**Clock distribution**

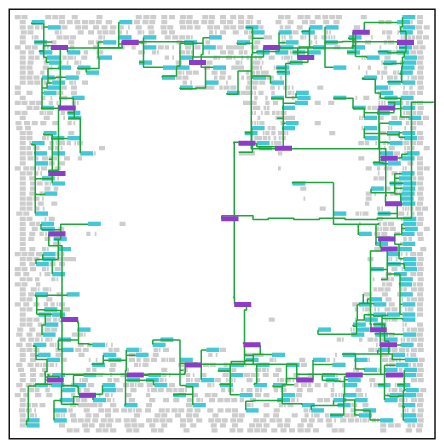
**Ports around the boundary**

Pins as bars across the die edge, other pins in grey.
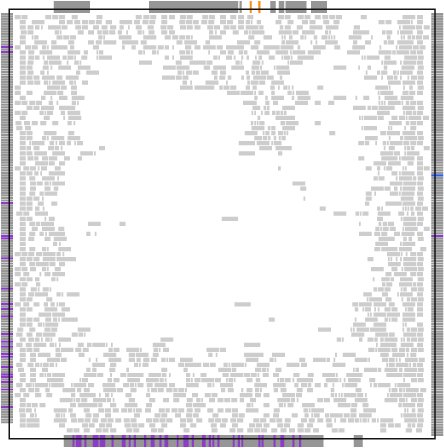
**Placed standard cells**

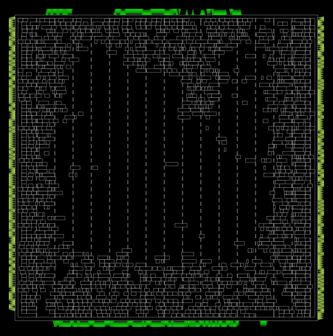
**Nets reached from selected ports**

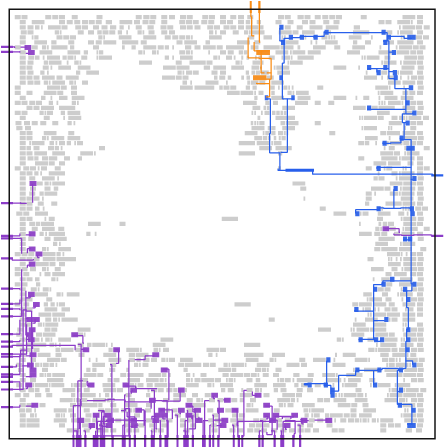
**config.mk**
```make
export PLATFORM = sky130hd
export DESIGN_NAME = mmio_bus_arbiter_flat
export DESIGN_NICKNAME = d
export VERILOG_FILES = /design/src/rtl/mmio_bus_arbiter_if.sv /design/src/rtl/mmio_bus_arbiter.sv /design/src/flat_wrapper.sv
export SDC_FILE = /design/constraint.sdc
export NUM_CORES = 1
export LEC_CHECK = 0
export CAP_MARGIN = 25
export CORE_AREA = 2 2 227 229
export DETAILED_ROUTE_END_ITERATION = 6
export DIE_AREA = 0 0 229 231
export SYNTH_ARGS = -nofsm -noshare
export SYNTH_HDL_FRONTEND = slang
export SYNTH_SLANG_ARGS = --single-unit
export TNS_END_PERCENT = 30
```
**constraint.sdc**
```tcl
create_clock -name clock -period 4.9 [get_ports clock]
set_clock_uncertainty 0.05 [all_clocks]
set_input_delay 0.735 -clock clock [delete_from_list [all_inputs] [get_ports clock]]
set_output_delay 0.735 -clock clock [all_outputs]
set_load 0.02 [all_outputs]
```
**src/rtl/mmio_bus_arbiter_if.sv**
```systemverilog
// Signal bundle between the two requesting masters, the arbiter and the shared
// memory-mapped peripheral bus. The arbiter takes the slave side.
interface mmio_bus_arbiter_if #(
  parameter int DATA_W = 64,
  parameter int ADDR_W = 64
);
  // Handshake: a master raises mN_req with write/addr/wdata and holds it until
  // mN_ack, a single-cycle pulse that carries mN_err and mN_rdata. Those inputs
  // are captured at grant, so what the master does with them afterwards has no
  // effect on the transaction in flight. bus_ready is only looked at while the
  // arbiter waits on the peripheral.
  logic              m0_req;
  logic              m1_req;
  logic              m0_write;
  logic              m1_write;
  logic [ADDR_W-1:0] m0_addr;
  logic [ADDR_W-1:0] m1_addr;
  logic [DATA_W-1:0] m0_wdata;
  logic [DATA_W-1:0] m1_wdata;
  logic              m0_ack;
  logic              m1_ack;
  logic              m0_err;
  logic              m1_err;
  logic [DATA_W-1:0] m0_rdata;
  logic [DATA_W-1:0] m1_rdata;
  logic [ADDR_W-1:0] bus_address;
  logic [DATA_W-1:0] bus_wdata;
  logic              bus_read;
  logic              bus_write;
  logic [DATA_W-1:0] bus_rdata;
  logic              bus_ready;

  modport slave (
    input  m0_req, m1_req, m0_write, m1_write,
    input  m0_addr, m1_addr, m0_wdata, m1_wdata,
    output m0_ack, m1_ack, m0_err, m1_err, m0_rdata, m1_rdata,
    output bus_address, bus_wdata, bus_read, bus_write,
    input  bus_rdata, bus_ready
  );

  modport master (
    output m0_req, m1_req, m0_write, m1_write,
    output m0_addr, m1_addr, m0_wdata, m1_wdata,
    input  m0_ack, m1_ack, m0_err, m1_err, m0_rdata, m1_rdata,
    input  bus_address, bus_wdata, bus_read, bus_write,
    output bus_rdata, bus_ready
  );
endinterface

```
**src/rtl/mmio_bus_arbiter.sv**
```systemverilog
// Round-robin two-master arbiter and transaction sequencer for the shared MMIO
// bus. A transaction runs IDLE -> ISSUE -> WAIT -> DONE, and a silent address times out.
module mmio_bus_arbiter #(
  parameter int DATA_W  = 64,
  parameter int ADDR_W  = 64,
  parameter int TIMEOUT = 255
) (
  input  logic                 clock,
  input  logic                 reset,
  mmio_bus_arbiter_if.slave    mbus,
  output logic [1:0]           state_dbg
);

  localparam int CW = (TIMEOUT < 1) ? 1 : $clog2(TIMEOUT + 1);
  localparam logic [CW-1:0] CNT_LAST = CW'(TIMEOUT - 1);

  typedef enum logic [1:0] {
    S_IDLE  = 2'd0,
    S_ISSUE = 2'd1,
    S_WAIT  = 2'd2,
    S_DONE  = 2'd3
  } state_t;

  state_t            state;
  state_t            state_nx;
  logic              grant;
  logic              grant_nx;
  logic              last_grant;
  logic              lat_write;
  logic [CW-1:0]     wait_cnt;

  logic              sel_write;
  logic [ADDR_W-1:0] sel_addr;
  logic [DATA_W-1:0] sel_wdata;

  logic              rd_q;
  logic              wr_q;
  logic [ADDR_W-1:0] addr_q;
  logic [DATA_W-1:0] wdata_q;
  logic              ack0_q;
  logic              ack1_q;
  logic              err0_q;
  logic              err1_q;
  logic [DATA_W-1:0] rdata0_q;
  logic [DATA_W-1:0] rdata1_q;

  logic              rd_d;
  logic              wr_d;
  logic              ack0_d;
  logic              ack1_d;
  logic              err_d;
  logic [DATA_W-1:0] res_d;

  logic              take;
  logic              finish;

  assign take   = (state == S_IDLE) && (state_nx == S_ISSUE);
  assign finish = (state == S_WAIT) && (state_nx == S_DONE);

  // Muxes follow the grant being decided this cycle, so capture lands at grant.
  assign sel_write = grant_nx ? mbus.m1_write : mbus.m0_write;
  assign sel_addr  = grant_nx ? mbus.m1_addr  : mbus.m0_addr;
  assign sel_wdata = grant_nx ? mbus.m1_wdata : mbus.m0_wdata;

  // State register, together with the arbitration history.
  always_ff @(posedge clock) begin
    if (reset) begin
      state      <= S_IDLE;
      grant      <= 1'b0;
      last_grant <= 1'b1;
    end else begin
      state <= state_nx;
      grant <= grant_nx;
      if (take) begin
        last_grant <= grant_nx;
      end
    end
  end

  // Next-state and grant decision.
  always_comb begin
    state_nx = state;
    grant_nx = grant;
    case (state)
      S_IDLE: begin
        if (mbus.m0_req || mbus.m1_req) begin
          state_nx = S_ISSUE;
          if (mbus.m0_req && mbus.m1_req) begin
            grant_nx = ~last_grant;
          end else begin
            grant_nx = mbus.m1_req;
          end
        end
      end
      S_ISSUE: state_nx = S_WAIT;
      S_WAIT: begin
        if (mbus.bus_ready || (wait_cnt == CNT_LAST)) begin
          state_nx = S_DONE;
        end
      end
      S_DONE:  state_nx = S_IDLE;
      default: state_nx = S_IDLE;
    endcase
  end

  // Output decode: produces the next value of every registered output.
  always_comb begin
    rd_d   = rd_q;
    wr_d   = wr_q;
    ack0_d = 1'b0;
    ack1_d = 1'b0;
    err_d  = 1'b0;
    res_d  = '0;
    case (state)
      S_IDLE: begin
        rd_d = 1'b0;
        wr_d = 1'b0;
        if (take) begin
          rd_d = ~sel_write;
          wr_d = sel_write;
        end
      end
      S_ISSUE: begin
        rd_d = rd_q;
        wr_d = wr_q;
      end
      S_WAIT: begin
        if (finish) begin
          rd_d   = 1'b0;
          wr_d   = 1'b0;
          ack0_d = ~grant;
          ack1_d = grant;
          // A timeout returns all ones on reads; writes never return data.
          if (mbus.bus_ready) begin
            err_d = 1'b0;
            res_d = lat_write ? '0 : mbus.bus_rdata;
          end else begin
            err_d = 1'b1;
            res_d = lat_write ? '0 : '1;
          end
        end
      end
      S_DONE: begin
        rd_d = 1'b0;
        wr_d = 1'b0;
      end
      default: begin
        rd_d = 1'b0;
        wr_d = 1'b0;
      end
    endcase
  end

  // Registered datapath and outputs.
  always_ff @(posedge clock) begin
    if (reset) begin
      lat_write <= 1'b0;
      wait_cnt  <= '0;
      rd_q      <= 1'b0;
      wr_q      <= 1'b0;
      addr_q    <= '0;
      wdata_q   <= '0;
      ack0_q    <= 1'b0;
      ack1_q    <= 1'b0;
      err0_q    <= 1'b0;
      err1_q    <= 1'b0;
      rdata0_q  <= '0;
      rdata1_q  <= '0;
    end else begin
      if (take) begin
        lat_write <= sel_write;
        addr_q    <= sel_addr;
        wdata_q   <= sel_wdata;
      end
      if (state == S_ISSUE) begin
        wait_cnt <= '0;
      end else if ((state == S_WAIT) && (state_nx == S_WAIT)) begin
        wait_cnt <= wait_cnt + CW'(1);
      end
      rd_q     <= rd_d;
      wr_q     <= wr_d;
      ack0_q   <= ack0_d;
      ack1_q   <= ack1_d;
      err0_q   <= ack0_d & err_d;
      err1_q   <= ack1_d & err_d;
      rdata0_q <= ack0_d ? res_d : '0;
      rdata1_q <= ack1_d ? res_d : '0;
    end
  end

  assign mbus.bus_read    = rd_q;
  assign mbus.bus_write   = wr_q;
  assign mbus.bus_address = addr_q;
  assign mbus.bus_wdata   = wdata_q;
  assign mbus.m0_ack      = ack0_q;
  assign mbus.m1_ack      = ack1_q;
  assign mbus.m0_err      = err0_q;
  assign mbus.m1_err      = err1_q;
  assign mbus.m0_rdata    = rdata0_q;
  assign mbus.m1_rdata    = rdata1_q;
  assign state_dbg        = state;

endmodule
```
**src/flat_wrapper.sv**
```systemverilog
// flat-port wrapper written by rule: the top's interface ports become plain ports
module mmio_bus_arbiter_flat 
#(
  parameter int DATA_W  = 64,
  parameter int ADDR_W  = 64,
  parameter int TIMEOUT = 255
)
  (clock, reset, state_dbg, mbus_m0_req, mbus_m1_req, mbus_m0_write, mbus_m1_write, mbus_m0_addr, mbus_m1_addr, mbus_m0_wdata, mbus_m1_wdata, mbus_m0_ack, mbus_m1_ack, mbus_m0_err, mbus_m1_err, mbus_m0_rdata, mbus_m1_rdata, mbus_bus_address, mbus_bus_wdata, mbus_bus_read, mbus_bus_write, mbus_bus_rdata, mbus_bus_ready);
  mmio_bus_arbiter_if #(.DATA_W(DATA_W), .ADDR_W(ADDR_W)) mbus_i ();
  input  logic clock;
  input  logic reset;
  output logic [1:0] state_dbg;
  input wire logic [$bits(mbus_i.m0_req)-1:0] mbus_m0_req;
  input wire logic [$bits(mbus_i.m1_req)-1:0] mbus_m1_req;
  input wire logic [$bits(mbus_i.m0_write)-1:0] mbus_m0_write;
  input wire logic [$bits(mbus_i.m1_write)-1:0] mbus_m1_write;
  input wire logic [$bits(mbus_i.m0_addr)-1:0] mbus_m0_addr;
  input wire logic [$bits(mbus_i.m1_addr)-1:0] mbus_m1_addr;
  input wire logic [$bits(mbus_i.m0_wdata)-1:0] mbus_m0_wdata;
  input wire logic [$bits(mbus_i.m1_wdata)-1:0] mbus_m1_wdata;
  output wire logic [$bits(mbus_i.m0_ack)-1:0] mbus_m0_ack;
  output wire logic [$bits(mbus_i.m1_ack)-1:0] mbus_m1_ack;
  output wire logic [$bits(mbus_i.m0_err)-1:0] mbus_m0_err;
  output wire logic [$bits(mbus_i.m1_err)-1:0] mbus_m1_err;
  output wire logic [$bits(mbus_i.m0_rdata)-1:0] mbus_m0_rdata;
  output wire logic [$bits(mbus_i.m1_rdata)-1:0] mbus_m1_rdata;
  output wire logic [$bits(mbus_i.bus_address)-1:0] mbus_bus_address;
  output wire logic [$bits(mbus_i.bus_wdata)-1:0] mbus_bus_wdata;
  output wire logic [$bits(mbus_i.bus_read)-1:0] mbus_bus_read;
  output wire logic [$bits(mbus_i.bus_write)-1:0] mbus_bus_write;
  input wire logic [$bits(mbus_i.bus_rdata)-1:0] mbus_bus_rdata;
  input wire logic [$bits(mbus_i.bus_ready)-1:0] mbus_bus_ready;
  assign mbus_i.m0_req = mbus_m0_req;
  assign mbus_i.m1_req = mbus_m1_req;
  assign mbus_i.m0_write = mbus_m0_write;
  assign mbus_i.m1_write = mbus_m1_write;
  assign mbus_i.m0_addr = mbus_m0_addr;
  assign mbus_i.m1_addr = mbus_m1_addr;
  assign mbus_i.m0_wdata = mbus_m0_wdata;
  assign mbus_i.m1_wdata = mbus_m1_wdata;
  assign mbus_m0_ack = mbus_i.m0_ack;
  assign mbus_m1_ack = mbus_i.m1_ack;
  assign mbus_m0_err = mbus_i.m0_err;
  assign mbus_m1_err = mbus_i.m1_err;
  assign mbus_m0_rdata = mbus_i.m0_rdata;
  assign mbus_m1_rdata = mbus_i.m1_rdata;
  assign mbus_bus_address = mbus_i.bus_address;
  assign mbus_bus_wdata = mbus_i.bus_wdata;
  assign mbus_bus_read = mbus_i.bus_read;
  assign mbus_bus_write = mbus_i.bus_write;
  assign mbus_i.bus_rdata = mbus_bus_rdata;
  assign mbus_i.bus_ready = mbus_bus_ready;
  mmio_bus_arbiter #(.DATA_W(DATA_W), .ADDR_W(ADDR_W), .TIMEOUT(TIMEOUT)) u_core (.clock(clock), .reset(reset), .mbus(mbus_i), .state_dbg(state_dbg));
endmodule
```
==> flow_summary.yaml <==
# physical design summary
global_route:
  grt_pass1_vias: 9204
  overflow: 0
  grt_pass1_wl_um: 53700
  antenna_found_initial: 3
  grt_use_met1: 0.145
  grtUsageMet3: 0.0457
run_status:
  status: "completed"
synth:
  ys_chip_area_sq_mm: 0.0101
  syn-instance-count: 1014
  area_leaders: "dfxtp_1, mux2i_1, nor2_1"
  edf_count: 0
  async_flop_share: 0
  netlist_area_sq_mm: 0.0101
  ys.flop_type: "dfxtp_1"
  yosysUniqueCellTypes: 37
clocking:
  clock-root-buffer: "clkbuf_16"
  cts_buffers: 30
  tritoncts: "done"
  ctsHoldBuffers: 0
worst_setup_path:
  critical_path_depth: 8
  r2r_slack_ns: 1.86
  reg2reg_to: "u_core.mbus.m0_rdata[20]$_SDFF_PP0_"
  path_class: "reg2reg"
  worstPathCellList: "inv_1, ha_1, nor2b_1, nand2_1, or3_4, or3_2, buf_4, nor2_1"
  cp-start-kind: "flip-flop"
  crit_required_ns: 5.34
  cp_slowest_cell: "or3_2"
min_path:
  min_from: "reset"
  hp-class: "in2reg"
floorplanning:
  num_rows: 83
  chip_area_sq_mm: 0.0529
  tapCellCount: 680
  core_util_floorplan: 0.199
final_timing:
  period_needed_ns: 3.04
  worst_pin_slew_ns: 0.988
  max_freq_mhz: 329
  final-hold-violation-count: 0
power:
  powerDensity_mw_per_mm2: 521
  total_power_mw: 9.19
  vdd_drop_max_v: 0.000594
cells_and_area:
  area_growth_pct: 74.7
  nClkBuffers: 41
  clock_area_frac: 0.0624
  drive_gt1_frac: 0.0478
  seq_area_sq_mm: 0.00551
  comb_share: 0.236
  numSequentialCells: 275
  layout_top_cell: "clkdlybuf4s50_1"
  fin_area_sq_mm: 0.0177
  nonClockBufferCount: 602
  diodes: 0
  nFillCells: 5186
placed_design:
  gp_congestion: 0.830
  dpl.hpwl_um: 27900
drt:
  num_vias: 9177
  top_layer: "met5"
## Picture notes: 'clock distribution'
[purple] clock-net drivers | count: 30
[green] clock wires | length: 3700 um
[cyan] flip-flops | count: 275
routed clock nets	31
flops lie	widely spread
Clk. pwr: 2.46 mW
clock power share: 0.267
clk_lat worst skew: 0.56 ns

## Picture notes: 'ports around the boundary'
colour	port	pins	direction	edge
purple	`mbus_m0_addr`	64	input	42 bottom, 21 left, 1 right
orange	`state_dbg`	2	output	top
blue	`mbus_bus_ready`	1	input	right
all pins by edge	168 right, 163 left, 157 bottom, 103 top
Die W: 229 um
port bufs: 590
DIE HEIGHT: 231 um

## Picture notes: 'placed standard cells'
Seq area share: 0.312
final cell count without fillers: 2271

## Picture notes: 'nets reached from selected ports'
colour	port	bits	direction	edge	end cells	buffers	wire
orange	`state_dbg`	2	output	top	2	2	119 um
purple	`mbus_m0_addr`	64	input	42 bottom, 21 left, 1 right	64	64	1510 um
blue	`mbus_bus_ready`	1	input	right	67	2	859 um
top-level I/O count: 591

## kinds of logic (layout without fill, tap and decap cells)
family	after synthesis	after routing	synth area share
compound gates	145	145	0.108
xor+xnor	2	2	0.00173
fa+ha+maj	7	7	0.00867
buf+inv	86	663	0.0447
flops	275	275	0.545
mux	131	131	0.130
simple gates	368	368	0.162
## power breakdown
group	total, mW	switching [mW]	internal, mW
sequential	2.81	0.182	2.63
combinational	3.93	2.20	1.72
clock	2.46	0.923	1.53
total	9.19	3.31	5.88
## through the flow
stage	hold slack, ns	util	instances	setup slack (ns)
after floorplan	0.393	-	1014	2.51
after global placement	0.410	0.327	2216	1.45
after detailed placement	0.422	0.327	2216	1.37
after CTS	0.262	0.348	2271	1.84
after global routing	0.272	0.348	2271	1.64
final	0.304	0.348	2271	1.86
Power and IR drop assume default switching activity.
